[src/rtl/rst_seq_pkg.sv]
// ---------------------------------------------------------------------------
// rst_seq_pkg
// Shared types and elaboration helpers for the reset sequencer.
//   state_e    : sequencer FSM states
//   max3       : largest of three integers (sizes the shared counter)
//   cnt_width  : bits needed to hold 0..max_val inclusive
//   ch_width   : bits for a channel index (minimum 1)
//   params_ok  : legality check for the sequencer parameter set
// ---------------------------------------------------------------------------
package rst_seq_pkg;

   typedef enum logic [1:0] {
      HOLD     = 2'd0,
      WAIT_RDY = 2'd1,
      GAP      = 2'd2,
      DONE     = 2'd3
   } state_e;

   function automatic int max3(input int a, input int b, input int c);
      int m;
      m = (a > b) ? a : b;
      return (m > c) ? m : c;
   endfunction

   function automatic int cnt_width(input int max_val);
      return (max_val < 1) ? 1 : $clog2(max_val + 1);
   endfunction

   function automatic int ch_width(input int n);
      return (n <= 1) ? 1 : $clog2(n);
   endfunction

   function automatic bit params_ok(input int num_ch, input int hold,
                                    input int stagger, input int timeout);
      return (num_ch >= 1) && (num_ch <= 32) && (hold >= 1) &&
             (stagger >= 1) && (timeout >= 0);
   endfunction

endpackage

[src/rtl/bit_sync_2ff.sv]
// ---------------------------------------------------------------------------
// bit_sync_2ff
// Two-flop synchroniser for a single asynchronous level into the clk domain.
//   clk   : destination clock
//   rst_n : asynchronous active-low reset, output resets low
//   d     : asynchronous input level
//   q     : synchronised level, two clk edges behind d
// ---------------------------------------------------------------------------
module bit_sync_2ff (
   input  logic clk,
   input  logic rst_n,
   input  logic d,
   output logic q
);

   (* ASYNC_REG = "TRUE" *) logic meta_q;
   (* ASYNC_REG = "TRUE" *) logic sync_q;

   always_ff @(posedge clk or negedge rst_n) begin
      if (!rst_n) begin
         meta_q <= 1'b0;
         sync_q <= 1'b0;
      end else begin
         meta_q <= d;
         sync_q <= meta_q;
      end
   end

   assign q = sync_q;

endmodule

[src/rtl/rst_sequencer.sv]
// ---------------------------------------------------------------------------
// rst_sequencer
// Power-on / reset sequencer. Synchronises the board reset, holds all
// channels for HOLD_CYCLES, then releases channels one at a time, each
// waiting for its ready/lock (with optional timeout) and separated by
// STAGGER_CYCLES. Lock loss re-sequences from the lowest failing channel;
// ext_rst_req re-sequences everything from channel 0.
//   sys_clk, sys_rstn : clock, asynchronous active-low reset
//   ext_rst_req       : one-cycle software reset request
//   ch_ready_i        : per-channel ready/lock (asynchronous)
//   ch_rstn_o         : per-channel active-low resets (registered)
//   all_done          : every channel released and ready
//   cur_ch            : channel currently being sequenced
//   timeout_err       : sticky per-channel ready timeout
//   lock_lost         : sticky, a confirmed channel dropped ready
//   dbg_state         : current FSM state
// Handshake: none; ch_ready_i is a level, ext_rst_req a single-cycle strobe
// honoured on any edge once the internal reset synchroniser has released.
// ---------------------------------------------------------------------------
module rst_sequencer
   import rst_seq_pkg::*;
#(
   parameter int NUM_CH         = 4,
   parameter int HOLD_CYCLES    = 65535,
   parameter int STAGGER_CYCLES = 16,
   parameter int TIMEOUT_CYCLES = 1000000
) (
   input  logic                            sys_clk,
   input  logic                            sys_rstn,
   input  logic                            ext_rst_req,
   input  logic [NUM_CH-1:0]               ch_ready_i,
   output logic [NUM_CH-1:0]               ch_rstn_o,
   output logic                            all_done,
   output logic [ch_width(NUM_CH)-1:0]     cur_ch,
   output logic [NUM_CH-1:0]               timeout_err,
   output logic                            lock_lost,
   output logic [1:0]                      dbg_state
);

   localparam int CH_W    = ch_width(NUM_CH);
   localparam int CNT_TOP = max3(HOLD_CYCLES, STAGGER_CYCLES, TIMEOUT_CYCLES);
   localparam int CNT_W   = cnt_width(CNT_TOP);

   localparam logic [CNT_W-1:0] CNT_MAX   = CNT_W'(CNT_TOP);
   localparam logic [CNT_W-1:0] HOLD_LAST = CNT_W'(HOLD_CYCLES - 1);
   localparam logic [CNT_W-1:0] GAP_LAST  = CNT_W'(STAGGER_CYCLES - 1);
   localparam logic [CNT_W-1:0] TO_LAST   =
      CNT_W'((TIMEOUT_CYCLES == 0) ? 0 : TIMEOUT_CYCLES - 1);
   localparam bit               TO_EN     = (TIMEOUT_CYCLES != 0);
   localparam logic [CH_W-1:0]  LAST_CH   = CH_W'(NUM_CH - 1);

   if (!params_ok(NUM_CH, HOLD_CYCLES, STAGGER_CYCLES, TIMEOUT_CYCLES)) begin : g_param_err
      $error("rst_sequencer: illegal parameter set");
   end

   // Reset release synchroniser: assert asynchronously, release after 2 edges.
   (* ASYNC_REG = "TRUE" *) logic rst_meta_q;
   (* ASYNC_REG = "TRUE" *) logic rst_sync_q;

   always_ff @(posedge sys_clk or negedge sys_rstn) begin
      if (!sys_rstn) begin
         rst_meta_q <= 1'b0;
         rst_sync_q <= 1'b0;
      end else begin
         rst_meta_q <= 1'b1;
         rst_sync_q <= rst_meta_q;
      end
   end

   logic [NUM_CH-1:0] ready_s;

   for (genvar k = 0; k < NUM_CH; k++) begin : g_rdy_sync
      bit_sync_2ff u_sync (
         .clk   (sys_clk),
         .rst_n (sys_rstn),
         .d     (ch_ready_i[k]),
         .q     (ready_s[k])
      );
   end

   state_e            state_q,   state_d;
   logic [CNT_W-1:0]  cnt_q,     cnt_d;
   logic [NUM_CH-1:0] ch_rstn_q, ch_rstn_d;
   logic              all_done_q, all_done_d;
   logic [CH_W-1:0]   cur_ch_q,  cur_ch_d;
   logic [NUM_CH-1:0] to_err_q,  to_err_d;
   logic              lost_q,    lost_d;
   // conf: channel has shown ready since its release (eligible for lock loss)
   // ign : channel timed out; its ready is ignored until a restart from 0
   logic [NUM_CH-1:0] conf_q,    conf_d;
   logic [NUM_CH-1:0] ign_q,     ign_d;

   logic [NUM_CH-1:0] lost_vec;
   logic              lost_any;
   logic [CH_W-1:0]   lost_idx;
   logic [CNT_W-1:0]  cnt_inc;

   always_ff @(posedge sys_clk or negedge sys_rstn) begin
      if (!sys_rstn) begin
         state_q    <= HOLD;
         cnt_q      <= '0;
         ch_rstn_q  <= '0;
         all_done_q <= 1'b0;
         cur_ch_q   <= '0;
         to_err_q   <= '0;
         lost_q     <= 1'b0;
         conf_q     <= '0;
         ign_q      <= '0;
      end else begin
         state_q    <= state_d;
         cnt_q      <= cnt_d;
         ch_rstn_q  <= ch_rstn_d;
         all_done_q <= all_done_d;
         cur_ch_q   <= cur_ch_d;
         to_err_q   <= to_err_d;
         lost_q     <= lost_d;
         conf_q     <= conf_d;
         ign_q      <= ign_d;
      end
   end

   always_comb begin
      state_d    = state_q;
      cnt_d      = cnt_q;
      ch_rstn_d  = ch_rstn_q;
      all_done_d = all_done_q;
      cur_ch_d   = cur_ch_q;
      to_err_d   = to_err_q;
      lost_d     = lost_q;
      conf_d     = conf_q;
      ign_d      = ign_q;

      lost_vec = conf_q & ~ign_q & ~ready_s;
      lost_any = |lost_vec;
      lost_idx = '0;
      // Descending scan so the lowest failing channel wins.
      for (int k = NUM_CH - 1; k >= 0; k--) begin
         if (lost_vec[k]) lost_idx = CH_W'(k);
      end
      cnt_inc = (cnt_q == CNT_MAX) ? cnt_q : cnt_q + CNT_W'(1);

      if (rst_sync_q) begin
         if (ext_rst_req) begin
            state_d    = HOLD;
            cnt_d      = '0;
            ch_rstn_d  = '0;
            all_done_d = 1'b0;
            cur_ch_d   = '0;
            to_err_d   = '0;
            lost_d     = 1'b0;
            conf_d     = '0;
            ign_d      = '0;
         end else if (state_q != HOLD && lost_any) begin
            for (int k = 0; k < NUM_CH; k++) begin
               if (k >= int'(lost_idx)) begin
                  ch_rstn_d[k] = 1'b0;
                  conf_d[k]    = 1'b0;
               end
            end
            if (lost_idx == '0) ign_d = '0;
            state_d    = HOLD;
            cnt_d      = '0;
            all_done_d = 1'b0;
            cur_ch_d   = lost_idx;
            lost_d     = 1'b1;
         end else begin
            case (state_q)
               HOLD: begin
                  if (cnt_q == HOLD_LAST) begin
                     ch_rstn_d[cur_ch_q] = 1'b1;
                     state_d = WAIT_RDY;
                     cnt_d   = '0;
                  end else begin
                     cnt_d = cnt_inc;
                  end
               end
               WAIT_RDY: begin
                  if (ready_s[cur_ch_q] || (TO_EN && cnt_q == TO_LAST)) begin
                     if (ready_s[cur_ch_q]) begin
                        conf_d[cur_ch_q] = 1'b1;
                     end else begin
                        to_err_d[cur_ch_q] = 1'b1;
                        ign_d[cur_ch_q]    = 1'b1;
                     end
                     cnt_d = '0;
                     if (cur_ch_q == LAST_CH) begin
                        state_d    = DONE;
                        all_done_d = 1'b1;
                     end else begin
                        state_d = GAP;
                     end
                  end else begin
                     cnt_d = cnt_inc;
                  end
               end
               GAP: begin
                  if (cnt_q == GAP_LAST) begin
                     cur_ch_d = cur_ch_q + CH_W'(1);
                     ch_rstn_d[cur_ch_q + CH_W'(1)] = 1'b1;
                     state_d = WAIT_RDY;
                     cnt_d   = '0;
                  end else begin
                     cnt_d = cnt_inc;
                  end
               end
               default: ;
            endcase
         end
      end
   end

   assign ch_rstn_o   = ch_rstn_q;
   assign all_done    = all_done_q;
   assign cur_ch      = cur_ch_q;
   assign timeout_err = to_err_q;
   assign lock_lost   = lost_q;
   assign dbg_state   = state_q;

endmodule

[config.mk]
export PLATFORM = sky130hd
export DESIGN_NAME = rst_sequencer
export DESIGN_NICKNAME = d
export VERILOG_FILES = /design/src/rtl/rst_seq_pkg.sv /design/src/rtl/bit_sync_2ff.sv /design/src/rtl/rst_sequencer.sv
export SDC_FILE = /design/constraint.sdc
export NUM_CORES = 1
export LEC_CHECK = 0
export ABC_CLOCK_PERIOD_IN_PS = 3700
export CAP_MARGIN = 20
export CORE_MARGIN = 5
export CORE_UTILIZATION = 63
export DETAILED_ROUTE_END_ITERATION = 8
export PLACE_DENSITY = 0.85
export SETUP_SLACK_MARGIN = 0.3
export SLEW_MARGIN = 10
export SYNTH_ARGS = -nofsm -noshare
export SYNTH_HDL_FRONTEND = slang
export SYNTH_SLANG_ARGS = --single-unit
[constraint.sdc]
create_clock -name sys_clk -period 3.7 [get_ports sys_clk]
set_clock_uncertainty 0.15 [all_clocks]
set_input_delay 0.74 -clock sys_clk [delete_from_list [all_inputs] [get_ports sys_clk]]
set_output_delay 0.74 -clock sys_clk [all_outputs]
set_load 0.1 [all_outputs]
Fig. 1: run 1, congestion heat map
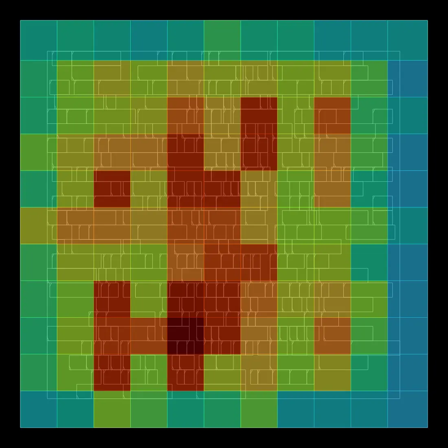
GRT Overall Usage: 22.7%
GRT Max-Usage Layer: met1
grt met1 use: 33.8%
mean routed wirelength per cell: 17.4 um
met3 Use GR: 4.02%

Fig. 2: run 1, met3 routing
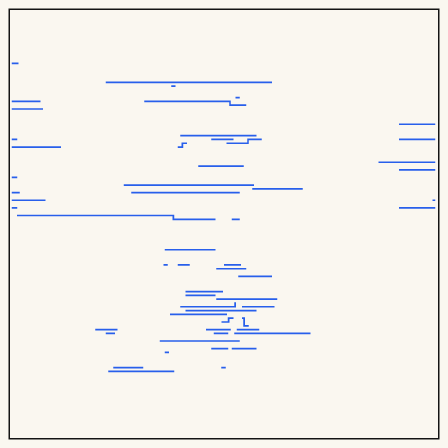
wire length on this layer	389 um
share of all routed wire	6.2%
WL final: 6280 um
vias: 2320

Fig. 3: run 1, sequential cells coloured by netlist name
Other sequential cells in the stronger grey, the rest of the logic in the fainter grey.
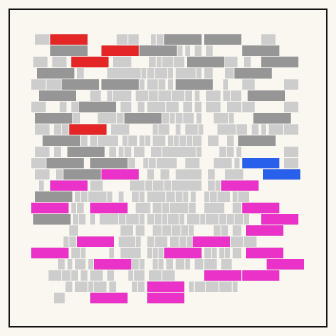
colour	netlist name	placed flops
magenta	cnt_q	20
blue	dbg_state	2
red	g_rdy_sync.u_sync.q	4

Fig. 4: run 1, wiring by layer
Only two layers are drawn.
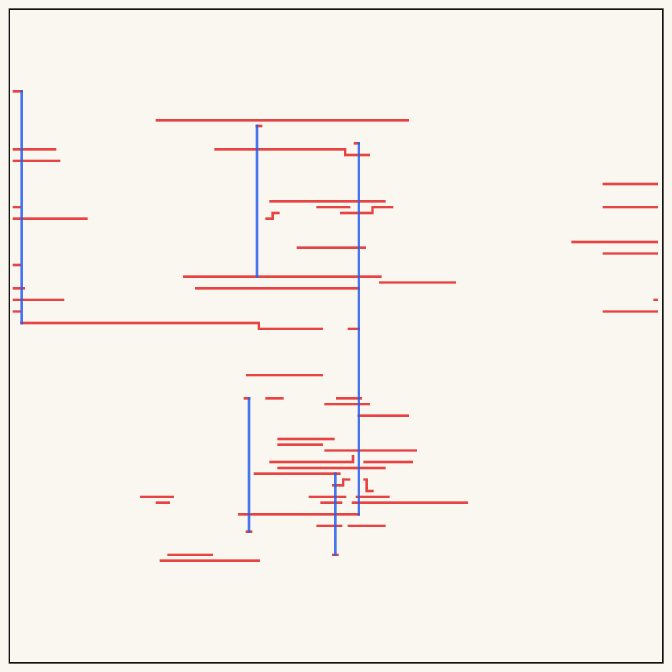
colour	layer	wire length
red	met3	389 um
blue	met4	114 um

==> flow_summary.yaml, run 1 <==
# implementation run metrics
outcome:
  status: "finished clean"
logic_synthesis:
  most_common_cell: "dfrtp_1"
  syn_avg_cell_area_um2: 9.58
  ys_ff: 52
  logic_family: "AND-OR/OR-AND gates"
  flop_cell: "dfrtp_1"
  ys_async_sr_fraction_pct: 100
  synthAdderAreaFrac_pct: 4.49
  ys_warn_count: 0
  synth_top_area_share_pct: 46.7
  synth_cell_types: 59
  netlist_area_mm2: 0.00279
  largest_area_cell: "dfrtp_1"
  edf_count: 0
  ys_sh_simple_pct: 20.3
pwr:
  p_sw_mw: 1.12
  peakVddDrop_mv: 0.442
  p_per_area_mw_per_mm2: 752
  p_leak_nw: 1.25
  total_power_mw: 2.31
  comb-power_mw: 1.16
  p_seq_share_pct: 34.9
placed_design:
  place_area_mm2: 0.00298
  port_buffers: 20
grt:
  antenna_found_initial: 0
  grt_first_pass_wirelength_um: 11000
  grt_max_degree: 53
  grt_pass1_vias: 2353
setup_path:
  crit_chain: "clkdlybuf4s50_1 > nor2_1 > nand3_1 > o41a_2 > and2_1 > o21ai_0 > a21oi_1 > a311oi_1"
  critPathLaunch: "ext_rst_req"
  required_ps: 3770
  critPathCapture: "cnt_q[18]"
  crit_path_top_delay_cell: "o41a_2"
  cp_slowest_stage_delay_ps: 600
  critPathBufInv: 1
cts:
  root_buffer: "clkbuf_8"
  htree_levels: 2
  path_clk_slew_ps: 100
  holdBufCountCts: 0
  ctsResizeCount: 0
  cts_tree: "done"
  cts_buffer_depth: 2
  worstSkewPairLatency_ps: 310
  postCtsSetupRepairBufs: 0
cells_and_area:
  clkCellAreaFrac_pct: 3.09
  num-multi-input-gates: 213
  largest_register: "cnt_q"
  seq_area_mm2: 0.00130
  comb-cell-share_pct: 44.1
  final_cell_mix: "dfrtp_1, nor2_1, a21oi_1, nand2_1, clkdlybuf4s50_1"
  nFlopsAndLatches: 52
  logic_area_mm2: 0.00136
  buffer_area_share_pct: 6.51
  inverters: 15
  drive_above_1_share_pct: 8.41
  dominant_cells: "multi-input combinational cells"
detailed_routing:
  wl_met3_um: 389
  highest_layer: "met4"
  drc: 0
  viasPerCell: 6.43
  postRouteAntennaNets: 0
  wl_met1_um: 2970
die:
  core_mm2: 0.00432
  nWellTaps: 52
  die_area_mm2: 0.00586
  ioPinCount: 21
final_timing:
  fmax_ghz: 0.348
  setup_viol: 0
  fin_hold_ws_ps: 210
  slew_violations: 0
  fin_ws_ps: 830
  period_used_pct: 77.6
  max_slew_margin_pct: 34.4
  hold_violations: 0
min_path:
  hp-start: "g_rdy_sync[3].u_sync.meta_q"
flow_run:
  cap_violations: 0
  warnings: 33
## Run 2: what changed since run 1
--- a/config.mk
+++ b/config.mk
@@ -5,12 +5,12 @@
 export SDC_FILE = /design/constraint.sdc
 export NUM_CORES = 1
 export LEC_CHECK = 0
-export ABC_CLOCK_PERIOD_IN_PS = 3700
+export ABC_CLOCK_PERIOD_IN_PS = 2700
 export CAP_MARGIN = 20
 export CORE_MARGIN = 5
-export CORE_UTILIZATION = 63
+export CORE_UTILIZATION = 58
 export DETAILED_ROUTE_END_ITERATION = 8
-export PLACE_DENSITY = 0.85
+export PLACE_DENSITY = 0.79
 export SETUP_SLACK_MARGIN = 0.3
 export SLEW_MARGIN = 10
 export SYNTH_ARGS = -nofsm -noshare
==> constraint.sdc (replaced) <==
create_clock -name sys_clk -period 2.7 [get_ports sys_clk]
set_clock_uncertainty 0.15 [all_clocks]
set_input_delay 0.54 -clock sys_clk [delete_from_list [all_inputs] [get_ports sys_clk]]
set_output_delay 0.54 -clock sys_clk [all_outputs]
set_load 0.1 [all_outputs]
Fig. 5: run 2, wiring by layer
Only two layers are drawn.
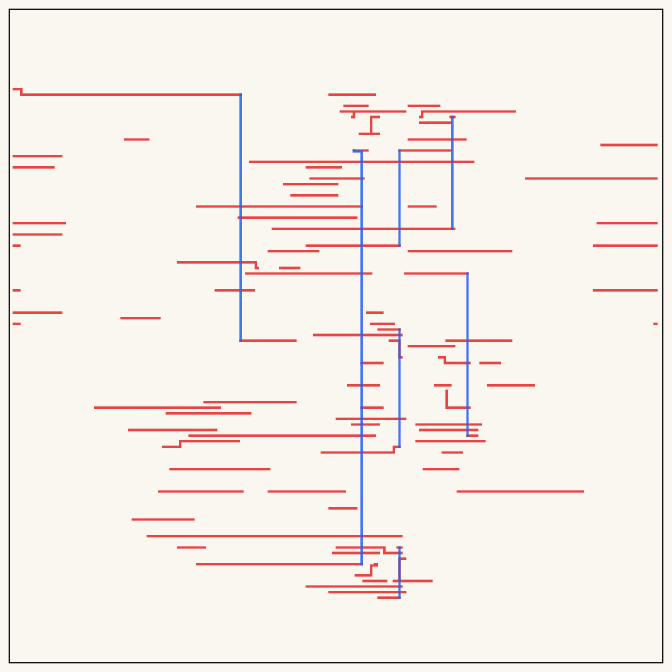
colour	layer	wire length
blue	met4	146 um
red	met3	711 um

Fig. 6: run 2, sequential cells coloured by netlist name
Other sequential cells in the stronger grey, the rest of the logic in the fainter grey.
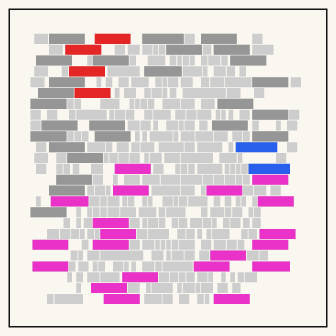
colour	netlist name	placed flops
red	g_rdy_sync.u_sync.q	4
blue	dbg_state	2
magenta	cnt_q	20
not coloured	26
Power Sequential: 1.09 mW
sequential cell area: 0.00132 mm2

==> run 2 against run 1 <==
Worst hold slack worse by 170 ps; die area up 7.5%; count of clock-buffer cells in the layout unchanged; worst setup slack worse by 620 ps; clock power up 88%; via count up 11%; register-to-register slack worse by 660 ps; critical endpoint unchanged; largest power group unchanged.
==> flow_summary.yaml, run 2 <==
# implementation run metrics
cts:
  postCtsSetupRepairBufs: 5
  worstSkewPairLatency_ps: 320
  cts_buffer_depth: 2
  path_clk_slew_ps: 90
  holdBufCountCts: 0
  cts_tree: "done"
  htree_levels: 2
  ctsResizeCount: 13
die:
  core_mm2: 0.00469
  die_area_mm2: 0.00629
  nWellTaps: 54
grt:
  grt_pass1_vias: 2311
  grt_first_pass_wirelength_um: 11600
  grt_max_degree: 53
  met3_usage_pct: 4.76
  use_met1_pct: 35.5
  grt_usage_pct: 24.1
logic_synthesis:
  synth_cell_types: 59
  synthAdderAreaFrac_pct: 4.49
  largest_area_cell: "dfrtp_1"
  ys_async_sr_fraction_pct: 100
  logic_family: "AND-OR/OR-AND gates"
  ys_sh_simple_pct: 20.3
  ys_warn_count: 0
  syn_avg_cell_area_um2: 9.58
cells_and_area:
  num-multi-input-gates: 213
  inverters: 15
  clkCellAreaFrac_pct: 3.95
  buffer_area_share_pct: 11.4
  logic_area_mm2: 0.00151
  final_cell_mix: "dfrtp_1, buf_4, nor2_1, a21oi_1, nand2_1"
  comb-cell-share_pct: 43.3
detailed_routing:
  viasPerCell: 6.58
  postRouteAntennaNets: 0
  wirelength_um: 7420
  wl_met1_um: 3170
  vias: 2580
  drc: 0
  routedWlPerCell_um: 18.9
setup_path:
  critPathBufInv: 0
  critPathLaunch: "cnt_q[7]"
  critPathCapture: "cnt_q[18]"
  required_ps: 2760
  crit_chain: "nor3_1 > nand4b_1 > or4_4 > and2_4 > o21ai_0 > a21oi_1 > a311oi_1"
  cp_slowest_stage_delay_ps: 560
  crit_path_top_delay_cell: "or4_4"
final_timing:
  fmax_ghz: 0.402
  setup_viol: 0
  slew_violations: 0
  max_slew_margin_pct: 60.6
placed_design:
  place_area_mm2: 0.00312
outcome:
  status: "finished clean"
pwr:
  p_leak_nw: 1.47
  p_sw_mw: 1.71
  total_power_mw: 3.74
  peakVddDrop_mv: 0.589
flow_run:
  warnings: 36
## Run 3: what changed since run 2
--- a/config.mk
+++ b/config.mk
@@ -15,4 +15,5 @@
 export SLEW_MARGIN = 10
 export SYNTH_ARGS = -nofsm -noshare
 export SYNTH_HDL_FRONTEND = slang
+export SYNTH_HIERARCHICAL = 1
 export SYNTH_SLANG_ARGS = --single-unit
Fig. 7: run 3, met3 routing
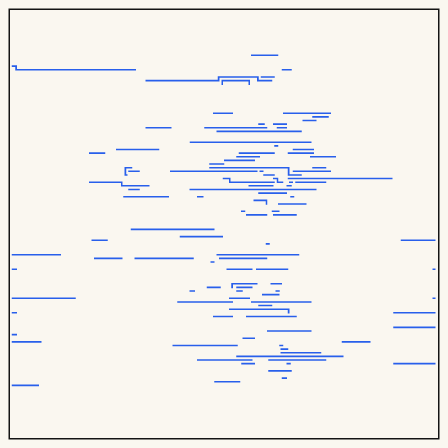
nets with wire on the layer	80
longest straight run	23.5 um
vias: 2727
WL final: 8210 um

Fig. 8: run 3, wiring by layer
Only two layers are drawn.
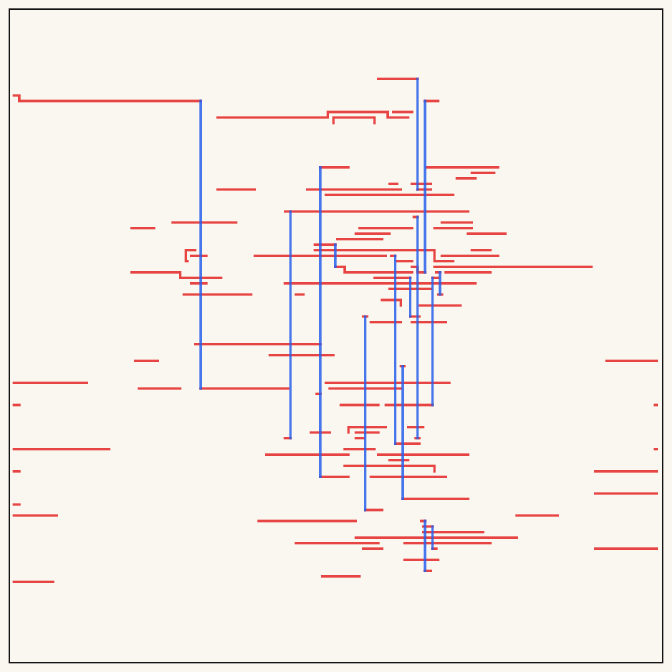
colour	layer	wire length
red	met3	639 um
blue	met4	261 um
mean routed wirelength per cell: 19.8 um
GRT Overall Usage: 26.1%

==> run 3 against run 2 <==
Worst hold slack gained 170 ps; critical endpoint is now dbg_state[0]; global-route usage increased by 2.0 points; critical path type unchanged; sequential cell count stayed put; die area rose by 2.2%; sequential power is 6% lower.
==> flow_summary.yaml, run 3 <==
# implementation run metrics
cells_and_area:
  num-multi-input-gates: 216
  largest_register: "cnt_q"
  seq_area_mm2: 0.00132
  nFlopsAndLatches: 52
  logic_area_mm2: 0.00170
  inverters: 15
  final_cell_mix: "dfrtp_1, buf_4, a21oi_1, nand2_1, nor2_1"
  comb-cell-share_pct: 45.8
  buffer_area_share_pct: 12.2
  dominant_cells: "multi-input combinational cells"
  clkCellAreaFrac_pct: 2.53
  design_area_mm2: 0.00370
  drive_above_1_share_pct: 33.7
detailed_routing:
  drc: 0
  viasPerCell: 6.59
  highest_layer: "met4"
  wl_met3_um: 639
  wl_met1_um: 3610
  postRouteAntennaNets: 0
final_timing:
  hold_violations: 0
  fin_hold_ws_ps: 207
  period_used_pct: 98.8
  max_slew_margin_pct: 62.5
  fmax_ghz: 0.375
  slew_violations: 0
  fin_ws_ps: 31.9
  tightest_slew_ps: 560
  rsz0062_at_grt: "true"
cts:
  holdBufCountCts: 1
  path_clk_slew_ps: 110
  cts_tree: "done"
  postCtsSetupRepairBufs: 7
  htree_levels: 2
  root_buffer: "clkbuf_8"
  worstSkewPairLatency_ps: 310
  cts_buffer_depth: 2
flow_run:
  warnings: 36
  cap_violations: 0
grt:
  met3_usage_pct: 4.93
  grt_first_pass_wirelength_um: 13000
  top_usage_layer: "met2"
  use_met1_pct: 36.7
  grt_max_degree: 24
  antenna_found_initial: 0
  grt_pass1_vias: 2689
logic_synthesis:
  largest_area_cell: "dfrtp_1"
  edf_count: 0
  synthAdderAreaFrac_pct: 4.38
  synth_top_area_share_pct: 45.5
  ys_ff: 52
  synth_cell_types: 58
  ys_sh_simple_pct: 19.5
  ys_warn_count: 6
  logic_family: "AND-OR/OR-AND gates"
  syn_avg_cell_area_um2: 9.82
  flop_cell: "dfrtp_1"
  ys_async_sr_fraction_pct: 100
  most_common_cell: "dfrtp_1"
  netlist_area_mm2: 0.00286
pwr:
  p_leak_nw: 1.58
  peakVddDrop_mv: 0.541
  p_sw_mw: 1.62
  comb-power_mw: 1.86
  p_seq_share_pct: 30.7
  seq_cell_power_mw: 1.03
setup_path:
  r2r_slack_ps: 30
  cp_slowest_stage_delay_ps: 550
  required_ps: 2750
  critPathLaunch: "cnt_q[5]"
  critPathBufInv: 0
  critPathCapture: "dbg_state[0]"
  crit_chain: "or4_4 > nor4_4 > a21oi_2 > or2_1 > a211oi_2 > mux2_1"
  path_class: "flop to flop"
  crit_path_top_delay_cell: "or4_4"
die:
  ioPinCount: 21
  nWellTaps: 67
  die_area_mm2: 0.00643
  core_mm2: 0.00475
placed_design:
  port_buffers: 20
  place_area_mm2: 0.00334
min_path:
  hp-start: "g_rdy_sync[0].u_sync/meta_q"
outcome:
  status: "finished clean"

==> screenshots <==
Ports around the boundary.
Pins as bars across the die edge, other pins in grey.
panel A
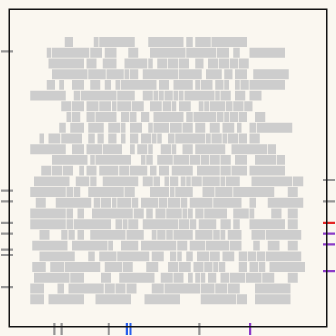
panel B
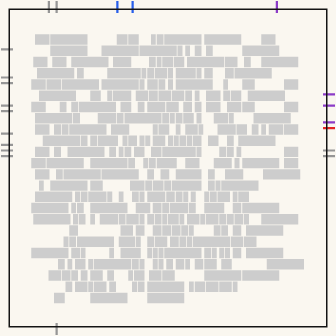
panel C
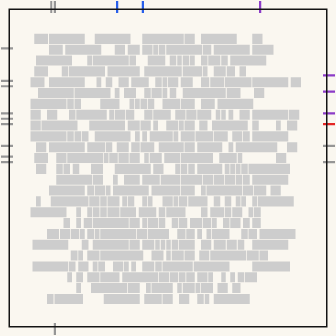
run 3 -> panel A
run 1 -> panel B
run 2 -> panel C

Power is estimated from default activity; no workload was simulated.
